### config.mk
export PLATFORM = sky130hd
export DESIGN_NAME = sal_apb_cfg_init
export DESIGN_NICKNAME = d
export VERILOG_FILES = /design/src/rtl/sal_cfg_pkg.sv /design/src/rtl/sal_apb_cfg_init.sv
export SDC_FILE = /design/constraint.sdc
export NUM_CORES = 1
export LEC_CHECK = 0
export ABC_AREA = 1
export CORE_MARGIN = 4
export CORE_UTILIZATION = 47
export CTS_CLUSTER_DIAMETER = 30
export DETAILED_ROUTE_END_ITERATION = 10
export GPL_TIMING_DRIVEN = 0
export PLACE_DENSITY = 0.81
export SLEW_MARGIN = 10
export SYNTH_ARGS = -nofsm -noshare
export SYNTH_HDL_FRONTEND = slang
export SYNTH_SLANG_ARGS = --single-unit
### constraint.sdc
create_clock -name clk -period 2.6 [get_ports clk]
set_clock_uncertainty 0.2 [all_clocks]
set_input_delay 0.39 -clock clk [delete_from_list [all_inputs] [get_ports clk]]
set_output_delay 0.39 -clock clk [all_outputs]
set_load 0.005 [all_outputs]
### src/rtl/sal_cfg_pkg.sv
// Shared types and constants for the boot-time APB configuration initiator:
// table entry layout, register map offsets, default timing table, FSM and
// error-code encodings.
package sal_cfg_pkg;

    localparam int CFG_ADDR_W      = 12;
    localparam int CFG_DATA_W      = 32;
    localparam int CFG_NUM_DEFAULT = 12;

    typedef struct packed {
        logic [CFG_ADDR_W-1:0] addr;
        logic [CFG_DATA_W-1:0] data;
    } cfg_entry_t;

    // Register offsets inside the controller timing-configuration block
    localparam logic [CFG_ADDR_W-1:0] T_RCD    = 12'h000;
    localparam logic [CFG_ADDR_W-1:0] T_RP     = 12'h004;
    localparam logic [CFG_ADDR_W-1:0] T_RAS    = 12'h008;
    localparam logic [CFG_ADDR_W-1:0] T_RFC    = 12'h00C;
    localparam logic [CFG_ADDR_W-1:0] T_RTP    = 12'h010;
    localparam logic [CFG_ADDR_W-1:0] T_WTP    = 12'h014;
    localparam logic [CFG_ADDR_W-1:0] T_RRD    = 12'h018;
    localparam logic [CFG_ADDR_W-1:0] T_CCD    = 12'h01C;
    localparam logic [CFG_ADDR_W-1:0] T_WTR    = 12'h020;
    localparam logic [CFG_ADDR_W-1:0] T_RTW    = 12'h024;
    localparam logic [CFG_ADDR_W-1:0] WREN_LAT = 12'h028;
    localparam logic [CFG_ADDR_W-1:0] RDEN_LAT = 12'h02C;

    // SAL_DDR_PARAMS timing values, in controller clock cycles
    localparam logic [CFG_DATA_W-1:0] SAL_T_RCD    = 32'd4;
    localparam logic [CFG_DATA_W-1:0] SAL_T_RP     = 32'd6;
    localparam logic [CFG_DATA_W-1:0] SAL_T_RAS    = 32'd14;
    localparam logic [CFG_DATA_W-1:0] SAL_T_RFC    = 32'd52;
    localparam logic [CFG_DATA_W-1:0] SAL_T_RTP    = 32'd3;
    localparam logic [CFG_DATA_W-1:0] SAL_T_WTP    = 32'd9;
    localparam logic [CFG_DATA_W-1:0] SAL_T_RRD    = 32'd2;
    localparam logic [CFG_DATA_W-1:0] SAL_T_CCD    = 32'd8;
    localparam logic [CFG_DATA_W-1:0] SAL_T_WTR    = 32'd7;
    localparam logic [CFG_DATA_W-1:0] SAL_T_RTW    = 32'd10;
    localparam logic [CFG_DATA_W-1:0] SAL_WREN_LAT = 32'd11;
    localparam logic [CFG_DATA_W-1:0] SAL_RDEN_LAT = 32'd13;

    localparam cfg_entry_t CFG_DEFAULT_TABLE [0:CFG_NUM_DEFAULT-1] = '{
        '{addr: T_RCD,    data: SAL_T_RCD},
        '{addr: T_RP,     data: SAL_T_RP},
        '{addr: T_RAS,    data: SAL_T_RAS},
        '{addr: T_RFC,    data: SAL_T_RFC},
        '{addr: T_RTP,    data: SAL_T_RTP},
        '{addr: T_WTP,    data: SAL_T_WTP},
        '{addr: T_RRD,    data: SAL_T_RRD},
        '{addr: T_CCD,    data: SAL_T_CCD},
        '{addr: T_WTR,    data: SAL_T_WTR},
        '{addr: T_RTW,    data: SAL_T_RTW},
        '{addr: WREN_LAT, data: SAL_WREN_LAT},
        '{addr: RDEN_LAT, data: SAL_RDEN_LAT}
    };

    typedef enum logic [1:0] {
        ERR_NONE     = 2'd0,
        ERR_SLVERR   = 2'd1,
        ERR_MISMATCH = 2'd2,
        ERR_TIMEOUT  = 2'd3
    } err_code_t;

    typedef enum logic [2:0] {
        ST_IDLE   = 3'd0,
        ST_SETUP  = 3'd1,
        ST_ACCESS = 3'd2,
        ST_CHECK  = 3'd3,
        ST_DONE   = 3'd4,
        ST_ERR    = 3'd5
    } state_t;

    typedef enum logic {
        PH_WRITE = 1'b0,
        PH_READ  = 1'b1
    } phase_t;

endpackage

### src/rtl/sal_apb_cfg_init.sv
// Boot-time APB requester: walks the timing-configuration table, writes each
// entry, optionally reads it back and compares, then reports done or error.
module sal_apb_cfg_init
    import sal_cfg_pkg::*;
#(
    parameter int ADDR_W      = 12,
    parameter int DATA_W      = 32,
    parameter int NUM_ENTRIES = 12,
    parameter int VERIFY      = 1,
    parameter int TIMEOUT     = 255
) (
    input  logic              clk,
    input  logic              rst,
    input  logic              start_i,
    output logic              busy_o,
    output logic              done_o,
    output logic              err_o,
    output logic [5:0]        err_idx_o,
    output logic [1:0]        err_code_o,
    output logic [ADDR_W-1:0] paddr_o,
    output logic              psel_o,
    output logic              penable_o,
    output logic              pwrite_o,
    output logic [DATA_W-1:0] pwdata_o,
    input  logic [DATA_W-1:0] prdata_i,
    input  logic              pready_i,
    input  logic              pslverr_i
);

    localparam int TMO_W = (TIMEOUT < 2) ? 1 : $clog2(TIMEOUT + 1);

    if (NUM_ENTRIES < 1 || NUM_ENTRIES > 64) begin : g_bad_num_entries
        $error("sal_apb_cfg_init: NUM_ENTRIES must be in 1..64");
    end
    if (TIMEOUT < 1) begin : g_bad_timeout
        $error("sal_apb_cfg_init: TIMEOUT must be at least 1");
    end

    state_t            state_reg, state_next;
    logic [5:0]        idx_reg, idx_next;
    phase_t            phase_reg, phase_next;
    logic [TMO_W-1:0]  tmo_reg, tmo_next;
    logic [DATA_W-1:0] rdata_reg, rdata_next;
    err_code_t         err_code_reg, err_code_next;

    // Full 64-deep table so the 6-bit index never selects outside the array;
    // entries past the default table get address idx*4 with zero data.
    cfg_entry_t        tbl [0:63];
    cfg_entry_t        cur;

    for (genvar gi = 0; gi < 64; gi++) begin : g_tbl
        if (gi < CFG_NUM_DEFAULT) begin : g_dflt
            assign tbl[gi] = CFG_DEFAULT_TABLE[gi];
        end else begin : g_ext
            assign tbl[gi] = '{addr: CFG_ADDR_W'(gi * 4), data: '0};
        end
    end

    assign cur = tbl[idx_reg];

    // State and datapath registers
    always_ff @(posedge clk) begin
        if (rst) begin
            state_reg    <= ST_IDLE;
            idx_reg      <= '0;
            phase_reg    <= PH_WRITE;
            tmo_reg      <= '0;
            rdata_reg    <= '0;
            err_code_reg <= ERR_NONE;
        end else begin
            state_reg    <= state_next;
            idx_reg      <= idx_next;
            phase_reg    <= phase_next;
            tmo_reg      <= tmo_next;
            rdata_reg    <= rdata_next;
            err_code_reg <= err_code_next;
        end
    end

    // Next-state logic and APB drive; APB outputs decode from registers only
    always_comb begin
        state_next    = state_reg;
        idx_next      = idx_reg;
        phase_next    = phase_reg;
        tmo_next      = tmo_reg;
        rdata_next    = rdata_reg;
        err_code_next = err_code_reg;
        psel_o        = 1'b0;
        penable_o     = 1'b0;
        pwrite_o      = 1'b0;
        paddr_o       = '0;
        pwdata_o      = '0;

        case (state_reg)
            ST_IDLE, ST_DONE, ST_ERR: begin
                if (start_i) begin
                    idx_next      = '0;
                    phase_next    = PH_WRITE;
                    tmo_next      = '0;
                    err_code_next = ERR_NONE;
                    state_next    = ST_SETUP;
                end
            end
            ST_SETUP: begin
                psel_o     = 1'b1;
                paddr_o    = ADDR_W'(cur.addr);
                pwrite_o   = (phase_reg == PH_WRITE);
                pwdata_o   = (phase_reg == PH_WRITE) ? DATA_W'(cur.data) : '0;
                tmo_next   = '0;
                state_next = ST_ACCESS;
            end
            ST_ACCESS: begin
                psel_o    = 1'b1;
                penable_o = 1'b1;
                paddr_o   = ADDR_W'(cur.addr);
                pwrite_o  = (phase_reg == PH_WRITE);
                pwdata_o  = (phase_reg == PH_WRITE) ? DATA_W'(cur.data) : '0;
                if (!pready_i) begin
                    if (tmo_reg == TMO_W'(TIMEOUT - 1)) begin
                        err_code_next = ERR_TIMEOUT;
                        state_next    = ST_ERR;
                    end else begin
                        tmo_next = tmo_reg + 1'b1;
                    end
                end else if (pslverr_i) begin
                    // Slave error wins over any data handling of this beat
                    err_code_next = ERR_SLVERR;
                    state_next    = ST_ERR;
                end else if (phase_reg == PH_WRITE) begin
                    if (VERIFY != 0) begin
                        phase_next = PH_READ;
                        state_next = ST_SETUP;
                    end else begin
                        state_next = ST_CHECK;
                    end
                end else begin
                    rdata_next = prdata_i;
                    state_next = ST_CHECK;
                end
            end
            ST_CHECK: begin
                // psel low here gives the mandatory idle cycle between entries
                if (phase_reg == PH_READ && rdata_reg != DATA_W'(cur.data)) begin
                    err_code_next = ERR_MISMATCH;
                    state_next    = ST_ERR;
                end else if (idx_reg == 6'(NUM_ENTRIES - 1)) begin
                    state_next = ST_DONE;
                end else begin
                    idx_next   = idx_reg + 6'd1;
                    phase_next = PH_WRITE;
                    state_next = ST_SETUP;
                end
            end
            default: begin
                state_next = ST_IDLE;
            end
        endcase
    end

    assign busy_o     = (state_reg == ST_SETUP) || (state_reg == ST_ACCESS) ||
                        (state_reg == ST_CHECK);
    assign done_o     = (state_reg == ST_DONE);
    assign err_o      = (state_reg == ST_ERR);
    assign err_idx_o  = (state_reg == ST_ERR) ? idx_reg : 6'd0;
    assign err_code_o = err_code_reg;

endmodule

### Cells by drive strength, run 1

Bar = 20 µm.
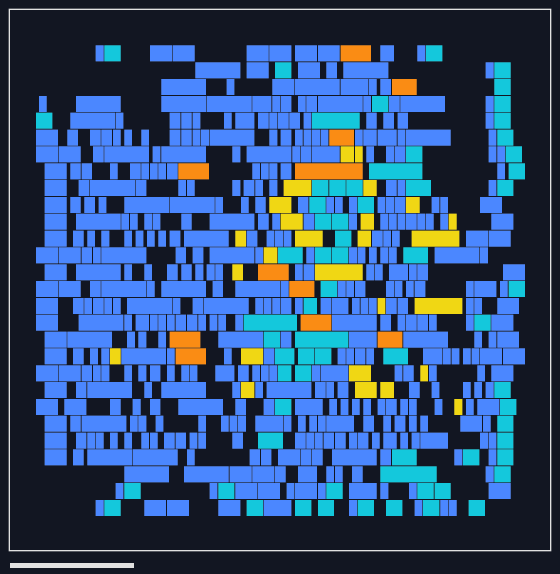
Key: drive 1 or less = blue [cells 460, share 82%]; drive 3 to 4 = cyan [cells 66, share 12%]; drive 2 = yellow [cells 26, share 4.6%]; drive 6 and up = orange [cells 11, share 2.0%]

### Clock nets, run 1

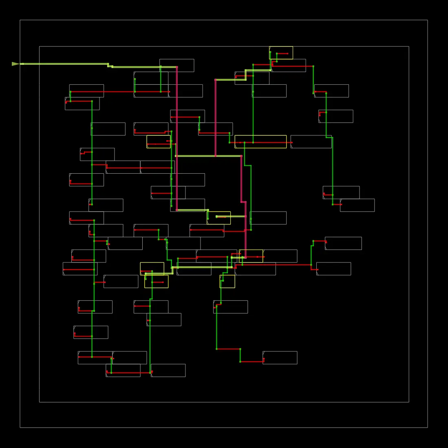
# clk buffers: 6
cts bufs inserted: 5
TritonCTS Sinks: 52

==> results.yml, run 1 <==
# flow metrics
die:
  taps: 75
  dieWidth_um: 87.26
  ios: 95
  floorplan.die_area_mm2: 0.007614
  core_mm2: 0.006026
  rows: 28
min_path:
  whs_endpoint: "rdata_reg[23]"
  hp-class: "reg2reg"
  worst_hold_startpoint: "rdata_reg[23]"
  worstHoldPathCells: 2
sta:
  tns_ns: -0.003826
  tightestPinTransition_ns: 0.5896
  hold_slack_ns: 0.2582
  fmax_ghz: 0.3841
  slew_violations: 0
  setup_violations: 1
  timing.final.ws_setup_ns: -0.003826
  finalCritPeriodShare_pct: 100.1
detailed_routing:
  met1_length_um: 3164
  firstDrtPassIters: 6
  dr.max_layer_used: "met4"
  drc: 0
  wl_met3_um: 742
  wl_met2_um: 3940
  wire_per_inst_um: 12.63
  postRouteAntennaNets: 0
  drt_iter0_markers: 246
job:
  warnings: 32
logic_synthesis:
  synth_warnings: 0
  ys_area_mm2: 0.002953
  ys.flop_type: "dfxtp_1"
  top_cell: "nor2_1"
  top_area_share_pct: 35.25
  synth_seq_share_pct: 35.25
  ys_sh_mux_pct: 0
  async_reset_ff_share_pct: 0
  yosys-top-cells-count: "nor2_1 (88), nand2_1 (70), dfxtp_1 (52)"
  top_cells_by_area: "dfxtp_1 (35%), nor2_1 (11%), nand2_1 (8.9%), buf_4 (8.4%), o21ai_0 (6.4%)"
  ys_cells: 441
  simple_gate_share_pct: 30.64
  top_area_cell: "dfxtp_1"
  syn-instance-count: 441
  syn_avg_cell_area_um2: 6.696
final_layout:
  drive_gt1_share_pct: 18.29
  utilization_pct: 69.27
  fill_cells: 508
  stdcell_count: 638
  clk_share_pct: 2.908
  sh_seq_area_pct: 25.30
  comb_area_mm2: 0.001622
  antenna_cells: 0
  n_all_buffers: 128
  area_delta_synth_final_pct: 41.36
power:
  irDropWorstVdd_v: 0.0002959
  power.density_mw_per_mm2: 501.7
  leakage_nw: 1.908
global_routing:
  grtUsageMet2_pct: 36.03
  grt_usage_pct: 20.75
  first_global_vias: 2888
  grt-ovfl-total: 0
  grt_max_degree: 17
  busiest_layer: "met2"
  met1_usage_pct: 24.69
worst_setup_path:
  worst-path-buf-inv: 13
  slowest_stage: "dfxtp_4"
  max_stage_delay_ns: 0.39
  r2r_slack_ns: -0.004
  crit_type: "reg2reg"
  critPathArrivalTime_ns: 2.65
  path_cells: "nor2_4 -> nand2_2 -> buf_6 -> buf_4 -> buf_4 -> buf_4 -> buf_4 -> buf_6 -> buf_6 -> buf_4 -> buf_4 -> buf_4 -> buf_4 -> buf_4 -> buf_4 -> a31oi_4"
  crit_required_ns: 2.65
  start_kind: "register"
placed_design:
  io_buffers: 62
  dpl.hpwl_um: 5408
  place.gp.congestion: 0.8774
  place_ws_ns: -0.07244
  placed_area_mm2: 0.003784
status:
  status: "finished with violations"
  violations: "negative setup slack"
### Metal 4, run 1

Bar = 20 µm.
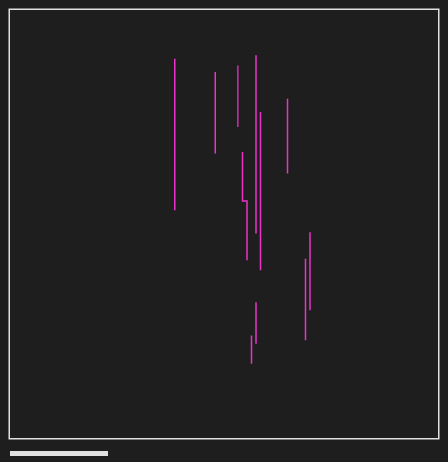
10 nets have wire on it. The layer holds 2.6% of the routed length.
via count: 3183
drt total wl: 8058 µm

[run 1: how the worst max path moves through the flow]
stage / from / end / slack (ns) / cells after the start
floorplan: idx_reg[0] / idx_reg[1] / 0.58 / 12
global placement: state_reg[1] / pwdata_o[5] / -0.03 / 10
detailed placement: state_reg[1] / pwdata_o[5] / -0.07 / 10
CTS: state_reg[1] / pwdata_o[5] / 0.004 / 10
global route: state_reg[2] / state_reg[1] / -0.04 / 16
finish: state_reg[2] / state_reg[1] / -0.004 / 16
[run 1: repair_timing]
action,4_1_cts,5_1_grt
pin swaps,6,4
gates resized,23,14
setup buffers,19,2
cloned,0,0
endpoints found under the setup margin,7,7
[run 1: report_power, final]
group	switching [mW]	leakage, nW	internal (mW)
registers	0.0320	0.424	0.825
clock network	0.285	0.0614	0.315
logic	0.319	1.42	0.319
--- run 2 (diff from run 1) ---
- CTS_CLUSTER_SIZE: unset -> 8
### Clock wires, drivers and flops, run 2

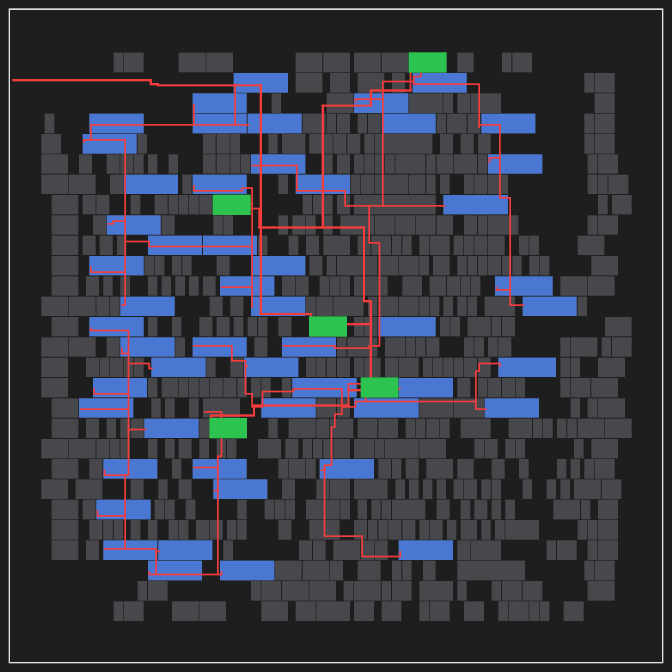
Key: cells driving clock nets = green [count 5]; clock wires = red [length 667 µm]; flip-flops = blue [count 52]
There are 6 routed clock nets.

==> run 2 against run 1 <==
The flow still finishes with violations (negative setup slack). Die size did not move. Maximum frequency is the same. Final area is the same. Critical path type unchanged. Critical endpoint unchanged. Highest routed layer unchanged.
==> results.yml, run 2 <==
# flow metrics
global_routing:
  met1_usage_pct: 24.69
  busiest_layer: "met2"
  grt_usage_pct: 20.75
  grtUsageMet2_pct: 36.03
clock_network:
  cts_setup_buffers: 19
  cts_resized: 23
  numCtsBuffers: 5
logic_synthesis:
  synth_seq_share_pct: 35.25
  syn_avg_cell_area_um2: 6.696
  top_area_share_pct: 35.25
  top_cells_by_area: "dfxtp_1 (35%), nor2_1 (11%), nand2_1 (8.9%), buf_4 (8.4%), o21ai_0 (6.4%)"
  top_area_cell: "dfxtp_1"
  ys.flop_type: "dfxtp_1"
power:
  clkPwrFrac_pct: 28.7
  power.density_mw_per_mm2: 501.7
  pg_seq_mw: 0.857
  irDropWorstVdd_v: 0.0002959
  switchingPower_mw: 0.6355
  clock_net_power_mw: 0.600
  p_comb_share_pct: 30.4
placed_design:
  io_buffers: 62
  dpl.hpwl_um: 5408
sta:
  setup_violations: 1
  finalCritPeriodShare_pct: 100.1
  timing.final.ws_setup_ns: -0.003826
  tns_ns: -0.003826
die:
  dieWidth_um: 87.26
  core_mm2: 0.006026
final_layout:
  stdcell_count: 638
  fill_cells: 508
  antenna_cells: 0
  drive_gt1_share_pct: 18.29
min_path:
  hp-class: "reg2reg"
  worstHoldPathCells: 2
detailed_routing:
  drt_iter0_markers: 246
  wl_met2_um: 3940
  met1_length_um: 3164
  vias: 3183
status:
  status: "finished with violations"
  violations: "negative setup slack"
worst_setup_path:
  worst-path-buf-inv: 13
  path_cells: "nor2_4 -> nand2_2 -> buf_6 -> buf_4 -> buf_4 -> buf_4 -> buf_4 -> buf_6 -> buf_6 -> buf_4 -> buf_4 -> buf_4 -> buf_4 -> buf_4 -> buf_4 -> a31oi_4"
==> run 2: cell counts after synthesis <==
No cell type changed its count.
==> run 2: layout make-up <==
class,instances,area share [%]
buffer,45,7.284
tap,75,2.248
timing repair buffer,83,19.06
clock buffer,6,1.978
inverter,46,4.347
clock inverter,2,0.9293
sequential,52,25.30
multi-input combinational,329,38.85
==> run 2: kinds of logic (layout without fill, tap and decap cells) <==
| family | count (synthesis) | after routing | share of synthesized area (%) |
|---|---|---|---|
| AOI/OAI and AO/OA | 74 | 74 | 12.67 |
| xor gates and xnor gates | 6 | 6 | 1.780 |
| adders and majority gates | 8 | 8 | 3.390 |
| buffers and inverters | 91 | 182 | 16.14 |
| DFF | 52 | 52 | 35.25 |
| other | 1 | 32 | 0.1270 |
| and+or+nand+nor | 209 | 209 | 30.64 |
Power is estimated from default activity; no workload was simulated.
